### Pin map

Pins as bars across the die edge, other pins in grey.
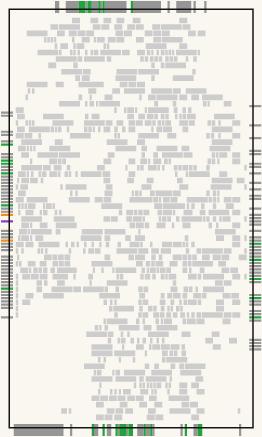
### Signal wires by layer

Only two layers are drawn.
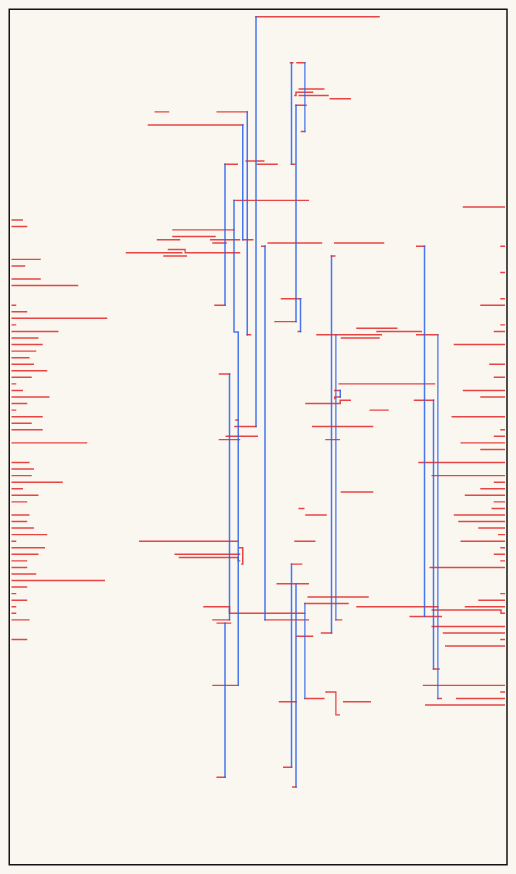
### Sequential cells coloured by netlist name

Other sequential cells in the stronger grey, the rest of the logic in the fainter grey.
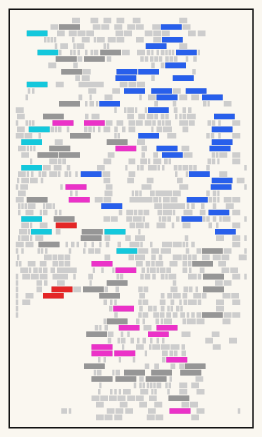
### Track usage over the die

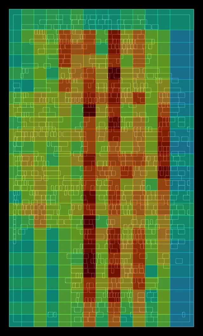
**config.mk**
```make
export PLATFORM = sky130hd
export DESIGN_NAME = unidade_load_store_flat
export DESIGN_NICKNAME = d
export VERILOG_FILES = /design/src/rtl/unidade_load_store_if.sv /design/src/rtl/unidade_load_store.sv /design/src/flat_wrapper.sv
export SDC_FILE = /design/constraint.sdc
export NUM_CORES = 1
export LEC_CHECK = 0
export CORE_ASPECT_RATIO = 1.75
export CORE_MARGIN = 2
export CORE_UTILIZATION = 32
export CTS_BUF_LIST = sky130_fd_sc_hd__clkbuf_2
export DETAILED_ROUTE_END_ITERATION = 16
export SYNTH_ARGS = -nofsm -noshare
export SYNTH_HDL_FRONTEND = slang
export SYNTH_SLANG_ARGS = --single-unit
export TNS_END_PERCENT = 20
```
**constraint.sdc**
```tcl
create_clock -name clock_i -period 5.92 [get_ports clock_i]
set_input_delay 1.48 -clock clock_i [delete_from_list [all_inputs] [get_ports clock_i]]
set_output_delay 1.48 -clock clock_i [all_outputs]
set_load 0.05 [all_outputs]
```
**src/rtl/unidade_load_store_if.sv**
```systemverilog
// Bus bundle between the load/store unit, the CPU datapath and the data RAM.
// master: the load/store unit (answers the CPU, drives the RAM).
// slave : the environment (CPU request side plus the RAM read port).
interface unidade_load_store_if;
  logic        cpu_req;
  logic        cpu_escrita;
  logic [1:0]  cpu_tamanho;
  logic        cpu_sinal;
  logic [31:0] cpu_endereco;
  logic [31:0] cpu_dado;
  logic [31:0] cpu_dado_lido;
  logic        cpu_pronto;
  logic        cpu_ocupado;
  logic        cpu_erro;
  logic [31:0] endereco;
  logic [31:0] dado_escrita;
  logic        MemRead;
  logic        MemWrite;
  logic [31:0] dado_leitura;

  modport master (
    input  cpu_req, cpu_escrita, cpu_tamanho, cpu_sinal, cpu_endereco, cpu_dado, dado_leitura,
    output cpu_dado_lido, cpu_pronto, cpu_ocupado, cpu_erro, endereco, dado_escrita, MemRead, MemWrite
  );

  modport slave (
    output cpu_req, cpu_escrita, cpu_tamanho, cpu_sinal, cpu_endereco, cpu_dado, dado_leitura,
    input  cpu_dado_lido, cpu_pronto, cpu_ocupado, cpu_erro, endereco, dado_escrita, MemRead, MemWrite
  );
endinterface

```
**src/rtl/unidade_load_store.sv**
```systemverilog
// Load/store unit: turns CPU byte/half/word requests into word-indexed RAM
// accesses, extends sub-word loads and does sub-word stores as read-modify-write.
// Optional feature macro: LSU_ALINHAMENTO_EN (misaligned accesses are flagged
// and skipped instead of being forced aligned).
module unidade_load_store #(
  parameter int LARGURA_END_MEM = 8
) (
  input  logic clock_i,
  input  logic reset_n_i,
  unidade_load_store_if.master bus
);

  localparam logic [2:0] OCIOSO  = 3'd0;
  localparam logic [2:0] LE      = 3'd1;
  localparam logic [2:0] ESPERA  = 3'd2;
  localparam logic [2:0] ESCREVE = 3'd3;
  localparam logic [2:0] FIM     = 3'd4;
  localparam int         AW      = LARGURA_END_MEM + 2;

  logic [2:0]    estado_q, estado_d;
  logic          escrita_q, sinal_q;
  logic [1:0]    tam_q;
  logic [AW-1:0] end_q, end_al;
  logic [15:0]   dado_q;
  logic [31:0]   lido_q, wdata_q;
  logic [31:0]   lido_ext, mesclado;
  logic [7:0]    byte_sel;
  logic [15:0]   half_sel;
  logic          aceita, desalinhado;

  assign aceita = (estado_q == OCIOSO) && bus.cpu_req;

  // Alignment of the incoming address; without the check, it is forced aligned
  always_comb begin
    end_al      = bus.cpu_endereco[AW-1:0];
    desalinhado = 1'b0;
    if (bus.cpu_tamanho == 2'b01) begin
      desalinhado = bus.cpu_endereco[0];
      end_al[0]   = 1'b0;
    end else if (bus.cpu_tamanho[1]) begin
      desalinhado = |bus.cpu_endereco[1:0];
      end_al[1:0] = 2'b00;
    end
  end

  // Lane select + extension for loads, lane merge for sub-word stores
  always_comb begin
    byte_sel = bus.dado_leitura[{end_q[1:0], 3'b000} +: 8];
    half_sel = bus.dado_leitura[{end_q[1], 4'b0000} +: 16];
    case (tam_q)
      2'b00:   lido_ext = {{24{sinal_q & byte_sel[7]}}, byte_sel};
      2'b01:   lido_ext = {{16{sinal_q & half_sel[15]}}, half_sel};
      default: lido_ext = bus.dado_leitura;
    endcase
    mesclado = bus.dado_leitura;
    if (tam_q == 2'b00) mesclado[{end_q[1:0], 3'b000} +: 8] = dado_q[7:0];
    else                mesclado[{end_q[1], 4'b0000} +: 16] = dado_q;
  end

  // Next-state decode
  always_comb begin
    estado_d = estado_q;
    case (estado_q)
      OCIOSO: if (bus.cpu_req) begin
`ifdef LSU_ALINHAMENTO_EN
        if (desalinhado)                                   estado_d = FIM;
        else
`endif
        if (bus.cpu_escrita && bus.cpu_tamanho[1])         estado_d = ESCREVE;
        else                                               estado_d = LE;
      end
      LE:      estado_d = ESPERA;
      ESPERA:  estado_d = escrita_q ? ESCREVE : FIM;
      ESCREVE: estado_d = FIM;
      FIM:     estado_d = OCIOSO;
      default: estado_d = OCIOSO;
    endcase
  end

  // State, request capture and data registers
  always_ff @(posedge clock_i or negedge reset_n_i) begin
    if (!reset_n_i) begin
      estado_q  <= OCIOSO;
      escrita_q <= 1'b0;
      sinal_q   <= 1'b0;
      tam_q     <= 2'b00;
      end_q     <= '0;
      dado_q    <= '0;
      lido_q    <= '0;
      wdata_q   <= '0;
    end else begin
      estado_q <= estado_d;
      if (aceita) begin
        escrita_q <= bus.cpu_escrita;
        sinal_q   <= bus.cpu_sinal;
        tam_q     <= bus.cpu_tamanho;
        end_q     <= end_al;
        dado_q    <= bus.cpu_dado[15:0];
        // word stores skip the read, so their write data is ready now
        wdata_q   <= bus.cpu_dado;
      end
      if (estado_q == ESPERA) begin
        if (escrita_q) wdata_q <= mesclado;
        else           lido_q  <= lido_ext;
      end
    end
  end

`ifdef LSU_ALINHAMENTO_EN
  logic erro_q;
  // Misaligned flag, held until the next accept and shown only in FIM
  always_ff @(posedge clock_i or negedge reset_n_i) begin
    if (!reset_n_i)  erro_q <= 1'b0;
    else if (aceita) erro_q <= desalinhado;
  end
  assign bus.cpu_erro = erro_q && (estado_q == FIM);
`else
  assign bus.cpu_erro = 1'b0;
`endif

  // Strobes come straight from registered state so reset drops them at once
  assign bus.MemRead       = (estado_q == LE);
  assign bus.MemWrite      = (estado_q == ESCREVE);
  assign bus.cpu_pronto    = (estado_q == FIM);
  assign bus.cpu_ocupado   = (estado_q != OCIOSO);
  assign bus.endereco      = {{(32 - LARGURA_END_MEM){1'b0}}, end_q[AW-1:2]};
  assign bus.dado_escrita  = wdata_q;
  assign bus.cpu_dado_lido = lido_q;

endmodule

```
**src/flat_wrapper.sv**
```systemverilog
// flat-port wrapper written by rule: the top's interface ports become plain ports
module unidade_load_store_flat 
#(
  parameter int LARGURA_END_MEM = 8
)
  (clock_i, reset_n_i, bus_cpu_req, bus_cpu_escrita, bus_cpu_tamanho, bus_cpu_sinal, bus_cpu_endereco, bus_cpu_dado, bus_dado_leitura, bus_cpu_dado_lido, bus_cpu_pronto, bus_cpu_ocupado, bus_cpu_erro, bus_endereco, bus_dado_escrita, bus_MemRead, bus_MemWrite);
  unidade_load_store_if bus_i ();
  input  logic clock_i;
  input  logic reset_n_i;
  input wire logic [$bits(bus_i.cpu_req)-1:0] bus_cpu_req;
  input wire logic [$bits(bus_i.cpu_escrita)-1:0] bus_cpu_escrita;
  input wire logic [$bits(bus_i.cpu_tamanho)-1:0] bus_cpu_tamanho;
  input wire logic [$bits(bus_i.cpu_sinal)-1:0] bus_cpu_sinal;
  input wire logic [$bits(bus_i.cpu_endereco)-1:0] bus_cpu_endereco;
  input wire logic [$bits(bus_i.cpu_dado)-1:0] bus_cpu_dado;
  input wire logic [$bits(bus_i.dado_leitura)-1:0] bus_dado_leitura;
  output wire logic [$bits(bus_i.cpu_dado_lido)-1:0] bus_cpu_dado_lido;
  output wire logic [$bits(bus_i.cpu_pronto)-1:0] bus_cpu_pronto;
  output wire logic [$bits(bus_i.cpu_ocupado)-1:0] bus_cpu_ocupado;
  output wire logic [$bits(bus_i.cpu_erro)-1:0] bus_cpu_erro;
  output wire logic [$bits(bus_i.endereco)-1:0] bus_endereco;
  output wire logic [$bits(bus_i.dado_escrita)-1:0] bus_dado_escrita;
  output wire logic [$bits(bus_i.MemRead)-1:0] bus_MemRead;
  output wire logic [$bits(bus_i.MemWrite)-1:0] bus_MemWrite;
  assign bus_i.cpu_req = bus_cpu_req;
  assign bus_i.cpu_escrita = bus_cpu_escrita;
  assign bus_i.cpu_tamanho = bus_cpu_tamanho;
  assign bus_i.cpu_sinal = bus_cpu_sinal;
  assign bus_i.cpu_endereco = bus_cpu_endereco;
  assign bus_i.cpu_dado = bus_cpu_dado;
  assign bus_i.dado_leitura = bus_dado_leitura;
  assign bus_cpu_dado_lido = bus_i.cpu_dado_lido;
  assign bus_cpu_pronto = bus_i.cpu_pronto;
  assign bus_cpu_ocupado = bus_i.cpu_ocupado;
  assign bus_cpu_erro = bus_i.cpu_erro;
  assign bus_endereco = bus_i.endereco;
  assign bus_dado_escrita = bus_i.dado_escrita;
  assign bus_MemRead = bus_i.MemRead;
  assign bus_MemWrite = bus_i.MemWrite;
  unidade_load_store #(.LARGURA_END_MEM(LARGURA_END_MEM)) u_core (.clock_i(clock_i), .reset_n_i(reset_n_i), .bus(bus_i));
endmodule
```
==> flow_metrics.tcl <==
# place-and-route summary
set metrics [dict create \
    post_cts_buffers 0 \
    ctsHoldBuffers 0 \
    comb_power_share_pct 63.8 \
    numCtsBuffers 9 \
    vdd_drop_max_uv 397 \
    chipArea_mm2 0.0182 \
    antennaDiodeCount 2 \
    period_needed_ns 3.85 \
    placed_cell_area_mm2 0.00703 \
    cts_resized 0 \
    max-cap-violations 0 \
    syn_area_mm2 0.00549 \
    p_int_mw 2.04 \
    synth-edff-count 0 \
    outcome "finished, final reports clean" \
    postRouteAntennaNets 0 \
    top_layer "met4" \
    grt_use_met3_pct 2.88 \
    fin_util_pct 42.4 \
    comb_area_share_pct 37.1 \
    cp-end-kind "primary output" \
    slowest_delay_ns 0.81 \
    firstDrtPassIters 5 \
    start_kind "flop" \
    comb_cells 451 \
]
## Picture notes: 'Pin map'
`bus_MemWrite`: drawn in purple, pins 1, direction output, edge left. `bus_dado_escrita`: drawn in green, pins 32, direction output, edge 13 bottom, 8 top, 6 left, 5 right. `bus_cpu_tamanho`: drawn in orange, pins 2, direction input, edge left.
All pins by edge: 54 top, 53 bottom, 52 left, 45 right.
PortBufs: 156
die height: 177 um
Die Wd: 103 um

## Picture notes: 'Signal wires by layer'
metal 4: drawn in blue, wire length 984 um. metal 3: drawn in red, wire length 1070 um.

## Picture notes: 'Sequential cells coloured by netlist name'
`u_core.end_q`: drawn in cyan, sequential cells 10. `u_core.estado_q`: drawn in red, sequential cells 3. `u_core.bus.cpu_dado_lido`: drawn in blue, sequential cells 32. `u_core.dado_q`: drawn in magenta, sequential cells 16.

## Picture notes: 'Track usage over the die'
Total GRT Usage: 20.6%
gr busiest metal: met2
grt met2 use: 33.9%

final timing paths:
check	start	to	cells past startpoint	slack (ns)
setup / recovery	u_core.estado_q[1]$_DFFE_PN0P_	bus_MemWrite	3	2.07
setup reg to reg	u_core.end_q[1]$_DFFE_PN0N_	u_core.bus.dado_escrita[20]$_DFF_PN0_	7	3.07
min in group asynchronous	reset_n_i	u_core.bus.cpu_dado_lido[5]$_DFFE_PN0P_	1	0.81
hold reg to reg	u_core.end_q[5]$_DFFE_PN0N_	u_core.end_q[5]$_DFFE_PN0N_	2	0.51
hold / removal	u_core.end_q[5]$_DFFE_PN0N_	u_core.end_q[5]$_DFFE_PN0N_	2	0.51
max in group asynchronous	reset_n_i	u_core.bus.cpu_dado_lido[19]$_DFFE_PN0P_	2	3.96
cell usage after synthesis, types with 8 or more instances:
library cell | number | share of area [%]
nand2_1 | 145 | 9.9
buf_2 | 9 | 0.82
a21oi_1 | 36 | 3.3
a31oi_1 | 26 | 3.0
dfrtp_1 | 97 | 44
nand2b_1 | 11 | 1.3
mux2i_1 | 19 | 3.5
o211ai_1 | 8 | 1.1
a221oi_1 | 17 | 2.7
clkbuf_1 | 33 | 2.3
o21ai_0 | 26 | 2.4
mux2_2 | 17 | 3.5
nand3b_1 | 10 | 1.4
inv_1 | 11 | 0.75
buf_4 | 33 | 4.5
o22ai_1 | 8 | 0.91
nor2_1 | 15 | 1.0
nand3_1 | 41 | 3.7
cells by family (layout without fill, tap and decap cells):
family	count (synthesis)	in the layout	synth area share, %
multiplexers	36	36	6.96
adder cells (fa/ha/maj)	5	5	1.14
flip-flops	97	97	44.3
other	1	27	0.0684
buffers and inverters	91	191	9.37
AND/OR/NAND/NOR	241	241	20.3
AND-OR/OR-AND	144	144	17.9
